## src/rtl/dlatch_write_seq_if.sv

```systemverilog
// Request/latch-bus bundle between the write requester and the latch write
// sequencer. The master drives write requests; the slave is the sequencer.
interface dlatch_write_seq_if #(
  parameter int WIDTH = 8,
  parameter int DEPTH = 4,
  parameter int AW    = 2
);
  logic             req_valid;
  logic [AW-1:0]    req_addr;
  logic [WIDTH-1:0] req_data;
  logic             req_ready;
  logic [WIDTH-1:0] d_out;
  logic [DEPTH-1:0] en_out;
  logic             done;
  logic             err;
  logic             busy;

  modport master (
    output req_valid, req_addr, req_data,
    input  req_ready, d_out, en_out, done, err, busy
  );

  modport slave (
    input  req_valid, req_addr, req_data,
    output req_ready, d_out, en_out, done, err, busy
  );
endinterface

```

## src/rtl/dlatch_write_seq.sv

```systemverilog
// Write sequencer for a bank of level-sensitive D-latch words. Captures one
// request at a time, puts the data on the shared D bus, then raises exactly
// one latch enable with programmable setup, pulse and hold margins.
module dlatch_write_seq #(
  parameter int WIDTH     = 8,
  parameter int DEPTH     = 4,
  parameter int AW        = 2,
  parameter int SETUP_CYC = 1,
  parameter int PULSE_CYC = 1,
  parameter int HOLD_CYC  = 1
) (
  input  logic              clk,
  input  logic              rst_n,
  dlatch_write_seq_if.slave bus
);

  localparam logic [1:0] IDLE  = 2'd0;
  localparam logic [1:0] SETUP = 2'd1;
  localparam logic [1:0] PULSE = 2'd2;
  localparam logic [1:0] HOLD  = 2'd3;

  // Counter reload values: a phase of N cycles counts N-1 down to 0.
  localparam logic [3:0] SETUP_LD = 4'(SETUP_CYC - 1);
  localparam logic [3:0] PULSE_LD = 4'(PULSE_CYC - 1);
  localparam logic [3:0] HOLD_LD  = 4'(HOLD_CYC - 1);

  // One extra bit so DEPTH = 2^AW is still representable for the range check.
  localparam logic [AW:0]      DEPTH_LIM = DEPTH[AW:0];
  localparam logic [DEPTH-1:0] EN_ONE    = DEPTH'(1);

  logic [1:0]       state;
  logic [3:0]       cnt;
  logic [AW-1:0]    addr_q;
  logic [WIDTH-1:0] d_q;
  logic [DEPTH-1:0] en_q;
  logic             ready_q;
  logic             done_q;
  logic             err_q;
  logic             accept;
  logic             addr_ok;

  // ready_q is only ever high in IDLE, so accept implies the FSM is idle.
  assign accept  = bus.req_valid && ready_q;
  assign addr_ok = {1'b0, bus.req_addr} < DEPTH_LIM;

  // Sequencer FSM: phase timing, registered enables, D bus and status pulses.
  always_ff @(posedge clk) begin
    if (!rst_n) begin
      state   <= IDLE;
      cnt     <= 4'd0;
      en_q    <= '0;
      d_q     <= '0;
      ready_q <= 1'b0;
      done_q  <= 1'b0;
      err_q   <= 1'b0;
    end else begin
      done_q <= 1'b0;
      err_q  <= 1'b0;
      case (state)
        IDLE: begin
          ready_q <= 1'b1;
          if (accept) begin
            if (addr_ok) begin
              state   <= SETUP;
              cnt     <= SETUP_LD;
              d_q     <= bus.req_data;
              ready_q <= 1'b0;
            end else begin
              err_q <= 1'b1;
            end
          end
        end
        SETUP: begin
          if (cnt == 4'd0) begin
            state <= PULSE;
            cnt   <= PULSE_LD;
            en_q  <= EN_ONE << addr_q;
          end else begin
            cnt <= cnt - 4'd1;
          end
        end
        PULSE: begin
          if (cnt == 4'd0) begin
            state <= HOLD;
            cnt   <= HOLD_LD;
            en_q  <= '0;
          end else begin
            cnt <= cnt - 4'd1;
          end
        end
        HOLD: begin
          if (cnt == 4'd0) begin
            state   <= IDLE;
            done_q  <= 1'b1;
            ready_q <= 1'b1;
          end else begin
            cnt <= cnt - 4'd1;
          end
        end
        default: begin
          state <= IDLE;
          en_q  <= '0;
        end
      endcase
    end
  end

  // Target address capture; only consumed while a write is in flight.
  always_ff @(posedge clk) begin
    if (accept && addr_ok) begin
      addr_q <= bus.req_addr;
    end
  end

  assign bus.req_ready = ready_q;
  assign bus.d_out     = d_q;
  assign bus.en_out    = en_q;
  assign bus.done      = done_q;
  assign bus.err       = err_q;
  assign bus.busy      = (state != IDLE);

endmodule

```

## src/flat_wrapper.sv

```systemverilog
// flat-port wrapper written by rule: the top's interface ports become plain ports
module dlatch_write_seq_flat 
#(
  parameter int WIDTH     = 8,
  parameter int DEPTH     = 4,
  parameter int AW        = 2,
  parameter int SETUP_CYC = 1,
  parameter int PULSE_CYC = 1,
  parameter int HOLD_CYC  = 1
)
  (clk, rst_n, bus_req_valid, bus_req_addr, bus_req_data, bus_req_ready, bus_d_out, bus_en_out, bus_done, bus_err, bus_busy);
  dlatch_write_seq_if #(.WIDTH(WIDTH), .DEPTH(DEPTH), .AW(AW)) bus_i ();
  input  logic clk;
  input  logic rst_n;
  input wire logic [$bits(bus_i.req_valid)-1:0] bus_req_valid;
  input wire logic [$bits(bus_i.req_addr)-1:0] bus_req_addr;
  input wire logic [$bits(bus_i.req_data)-1:0] bus_req_data;
  output wire logic [$bits(bus_i.req_ready)-1:0] bus_req_ready;
  output wire logic [$bits(bus_i.d_out)-1:0] bus_d_out;
  output wire logic [$bits(bus_i.en_out)-1:0] bus_en_out;
  output wire logic [$bits(bus_i.done)-1:0] bus_done;
  output wire logic [$bits(bus_i.err)-1:0] bus_err;
  output wire logic [$bits(bus_i.busy)-1:0] bus_busy;
  assign bus_i.req_valid = bus_req_valid;
  assign bus_i.req_addr = bus_req_addr;
  assign bus_i.req_data = bus_req_data;
  assign bus_req_ready = bus_i.req_ready;
  assign bus_d_out = bus_i.d_out;
  assign bus_en_out = bus_i.en_out;
  assign bus_done = bus_i.done;
  assign bus_err = bus_i.err;
  assign bus_busy = bus_i.busy;
  dlatch_write_seq #(.WIDTH(WIDTH), .DEPTH(DEPTH), .AW(AW), .SETUP_CYC(SETUP_CYC), .PULSE_CYC(PULSE_CYC), .HOLD_CYC(HOLD_CYC)) u_core (.clk(clk), .rst_n(rst_n), .bus(bus_i));
endmodule
```

## config.mk

```make
export PLATFORM = sky130hd
export DESIGN_NAME = dlatch_write_seq_flat
export DESIGN_NICKNAME = d
export VERILOG_FILES = /design/src/rtl/dlatch_write_seq_if.sv /design/src/rtl/dlatch_write_seq.sv /design/src/flat_wrapper.sv
export SDC_FILE = /design/constraint.sdc
export NUM_CORES = 1
export LEC_CHECK = 0
export ABC_AREA = 0
export CAP_MARGIN = 20
export CELL_PAD_IN_SITES_DETAIL_PLACEMENT = 1
export CELL_PAD_IN_SITES_GLOBAL_PLACEMENT = 2
export CORE_MARGIN = 2
export CORE_UTILIZATION = 25
export DETAILED_ROUTE_END_ITERATION = 7
export HOLD_SLACK_MARGIN = 0.05
export PLACE_DENSITY_LB_ADDON = 0.1
export SLEW_MARGIN = 20
export SYNTH_ARGS = -nofsm -noshare
export SYNTH_HDL_FRONTEND = slang
export SYNTH_SLANG_ARGS = --single-unit
```

## constraint.sdc

```tcl
create_clock -name clk -period 1.39 [get_ports clk]
set_input_delay 0.3475 -clock clk [delete_from_list [all_inputs] [get_ports clk]]
set_output_delay 0.3475 -clock clk [all_outputs]
set_load 0.005 [all_outputs]
```

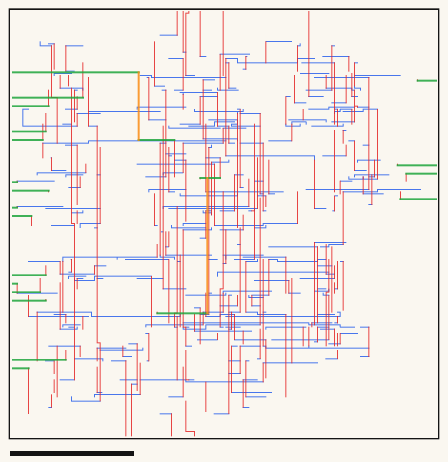
**Above:** routed metal, one colour a layer.
Scale bar: 20 um.
| layer | colour | wire length |
|---|---|---|
| met4 | orange | 32.6 um |
| met3 | green | 121 um |
| met2 | red | 1,260 um |
| met1 | blue | 1,090 um |
GRT Overall Usage: 11.7%
total routed wirelength: 2500 um
detailed-route via count: 922

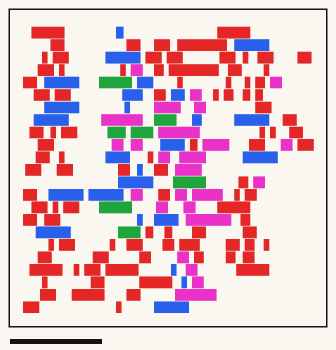
**Above:** cells by drive strength.
Scale bar: 20 um.
| size | colour | cells |
|---|---|---|
| drive 1 or less | red | 96 |
| drive 3 to 4 | magenta | 25 |
| drive 2 | blue | 25 |
| drive 6 and up | green | 7 |
count of plain and timing-repair buffers in the layout: 47
layout overhead on the synthesized area: 61.2%

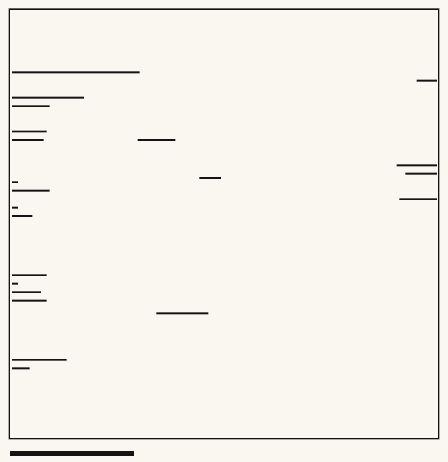
**Above:** met3 routing.
Scale bar: 20 um.
nets with wire on the layer: 20
share of all routed wire: 4.8%
longest straight run: 20.2 um
met3 global-route usage: 2.27%

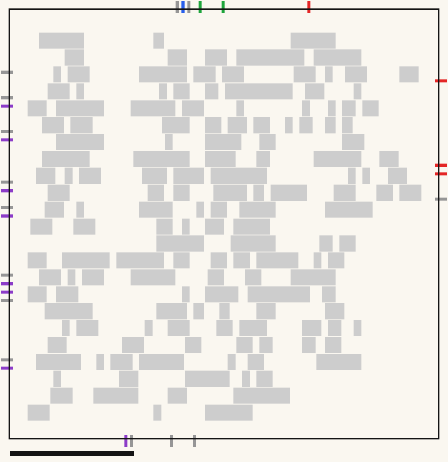
**Above:** pin map.
Scale bar: 20 um. Pins as bars across the die edge, other pins in grey.
| port | colour | pins | direction | edge |
|---|---|---|---|---|
| bus_req_addr | green | 2 | input | north |
| bus_req_data | purple | 8 | input | 7 west, 1 south |
| bus_en_out | red | 4 | output | 3 east, 1 north |
| bus_req_ready | blue | 1 | output | north |
all pins by edge: 15 west, 6 north, 4 south, 4 east
Die H: 68.8 um
port buffer count: 27
horizontal die dimension: 68.8 um

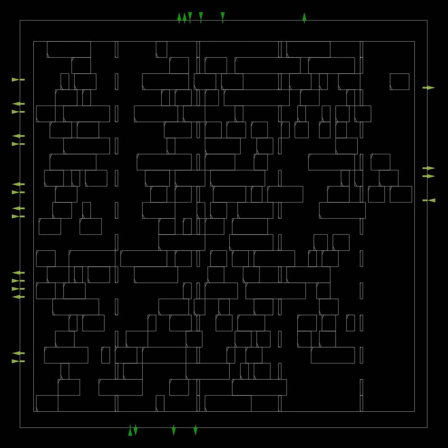
**Above:** placed standard cells.
core area: 4030 um2
cell row count: 23

==> PnR_summary.wiki <==
== Run summary ==
{| class="wikitable"
! Metric !! Value
|-
| Final routed wire length divided by cell count || 12.3 um
|-
| Buffer-and-inverter tally for the worst setup path || 2
|-
| Count of final max-slew check failures || 0
|-
| Cell area after placement || 1560 um2
|-
| Clock buffers created by TritonCTS || 3
|-
| Number of synthesized register bits || 22
|-
| Via count of the first global-routing pass || 924
|-
| Net count, final || 173
|-
| Max Clock Skew || 0.00547 ns
|-
| Die Outline Area || ~4700 um2
|-
| Met2 capacity usage during global routing || approximately a fifth
|-
| Unrepaired setup endpoints after global routing || true
|-
| Tool warnings || 31
|-
| Flip-flops with a built-in enable || 2
|-
| Clk pwr share || between 10% and 20%
|-
| Wl on met1 || about 1100 um
|-
| Count of clock tree sinks || 22
|-
| Dominant cell by count in the synthesized netlist || dfxtp_1
|-
| Highest attainable clock frequency || between 700 and 800 MHz
|-
| Layout Utilization || a little over two fifths
|-
| Layout filler cell count || approximately 470
|-
| Adder-cell area share of the yosys netlist || 7.14%
|-
| IR Drop Worst-Case VDD || 0.804 mV
|-
| Min Clock Period, post-route || roughly 1.3 ns
|-
| Placed cell count || around 200
|-
| Average size of a mapped cell || between 9 and 10 um2
|-
| Cells after synthesis || about 110
|-
| Endpoint required time on the critical path || between 1.5 and 2 ns
|-
| Area share of the leading cell type in the synthesized netlist || 38.1%
|-
| Switching fraction of total power || roughly a third
|-
| Initial core utilization || 26.1%
|-
| Residual DRC || 0
|-
| Synth mux share || a little under an eighth
|-
| Register-to-Register Setup Slack || between 0.04 and 0.05 ns
|-
| Part of the total power dissipated in combinational logic || 52.1%
|-
| Async SR Flop Fraction || 0%
|-
| Crit path largest cell delay || between 0.3 and 0.4 ns
|-
| Most instantiated logic cells after routing || 16 x buf_4, 14 x dlygate4sd2_1, 12 x mux2i_1, 12 x clkdlybuf4s50_1, 12 x dfxtp_2
|-
| Count of max-cap constraint violations || 0
|-
| Share of the synthesized netlist area taken by xor and xnor gates || 0%
|-
| Met2 routed wirelength || roughly 1300 um
|-
| Clock transition time at the flip-flop clock pins of the worst setup and hold paths || roughly 0.090 ns
|-
| CP max stage cell || dfxtp_2
|-
| Multi-input logic area || 649 um2
|-
| Post-route total power || ~2.6 mW
|-
| Topmost layer with routed signal wires || met4
|-
| # diodes || 0
|-
| Most frequent cells after synthesis || 20 x dfxtp_1, 12 x mux2i_1, 12 x nor2_1
|-
| Summed negative setup slack over all endpoints || 0 ns
|-
| Pin count of the biggest net entering global routing || 13
|-
| Length of the first detailed-routing pass in iterations || 3
|-
| Tightest Hold Check Type || reg2reg
|-
| Wire length of the first global-routing pass || ~4000 um
|-
| P_leak || 0.776 nW
|-
| Pwr Density || roughly 1500 nW/um2
|-
| Status || finished clean
|-
| Yosys stat chip area || 1050 um2
|-
| Commonest Layout Cell || buf_4
|-
| H-tree levels || 1
|-
| Hold Fails Final Rpt || 0
|-
| Number of vias per cell after detailed routing || 4.54
|-
| Endpoint type of the worst setup path || flip-flop
|-
| Clock insertion delay at the later pin of the skew report || around 0.27 ns
|-
| Crit path cell chain || inv_2 -> ha_4 -> buf_6 -> a21bo_4 -> o21a_1 -> o211a_1
|-
| And-or/or-and share of the synthesized area || about an eighth
|-
| Root buf cell || clkbuf_8
|-
| Initial detailed-routing violation count || 21
|-
| Critical path type || reg2reg
|-
| Distinct lib cells || 37
|-
| GR Overflow Total || 0
|-
| Main logic family after synthesis || simple AND/OR/NAND/NOR gates
|-
| Hold-fix buffers at CTS || 0
|-
| GP Congestion || between 0.8 and 0.9
|-
| Most used routing layer in global routing || met2
|-
| Family with the most delay on the worst path || AND-OR/OR-AND gates
|-
| Antenna Violating Nets Remaining || 0
|-
| Post-DP HPWL || between 1500 and 2000 um
|-
| Buffer depth of the longest clock path || 2
|-
| Largest cells by area after synthesis || dfxtp_1 38%, mux2i_1 11%, ha_1 7.1%, edfxtp_1 5.7%, nor2_1 4.3%
|-
| Total net switching power || around 0.87 mW
|-
| Sequential group share of total power || 31.5%
|}
[kinds of logic after synthesis]
| kind of cell | count (synthesis) |
|---|---|
| AND/OR/NAND/NOR | 39 |
| flip-flops | 22 |
| AND-OR/OR-AND | 16 |
| multiplexers | 12 |
| buffers and inverters | 10 |
| adder cells (fa/ha/maj) | 6 |
| other | 1 |
[layout make-up]
cell class,count,area share [%]
clock buffer,4,2.66
inverter,6,1.33
multi-input combinational,74,38.3
sequential,22,28.1
tap,50,3.69
timing repair buffer,47,25.9
[final timing paths]
| check | startpoint | end | depth (start not counted) |
|---|---|---|---|
| worst max-delay path | u_core.state[1] | u_core.state[0] | 6 |
| worst min register to register | u_core.bus.en_out[1] | u_core.bus.en_out[1] | 2 |
| worst min-delay path | u_core.bus.en_out[1] | u_core.bus.en_out[1] | 2 |
| worst max register to register | u_core.state[1] | u_core.state[0] | 6 |
[sequential cells by signal (all words and copies together), names as in the netlist]
name and count:
u_core.state 2, u_core.bus.done 1, u_core.cnt 4, u_core.bus.en_out 4, u_core.addr_q 2, u_core.bus.d_out 8
u_core.bus.req_ready 1
[stage by stage]
step                setup slack [ns]  hold WS [ns]
detailed placement            -0.126         0.461
CTS                          0.00684         0.466
floorplan                     0.0470         0.446
global placement              -0.104         0.446
finish                        0.0479         0.461
global route                 -0.0273         0.480
[power groups by stage]
stage	Clock [mW]	Sequential [mW]	Combinational (mW)
global placement	0	0.806	1.21
global route	0.477	0.825	1.47
floorplan	0	0.828	0.608
detailed placement	0	0.813	1.23
finish	0.425	0.814	1.35
CTS	0.440	0.815	1.29
[repair_timing]
action | CTS | global route
resized | 39 | 12
pin swaps | 6 | 1
endpoints found under the setup margin | 26 | 10
setup buffers | 2 | 0
Power figures rest on the tool's default switching activity, not on a simulated workload.
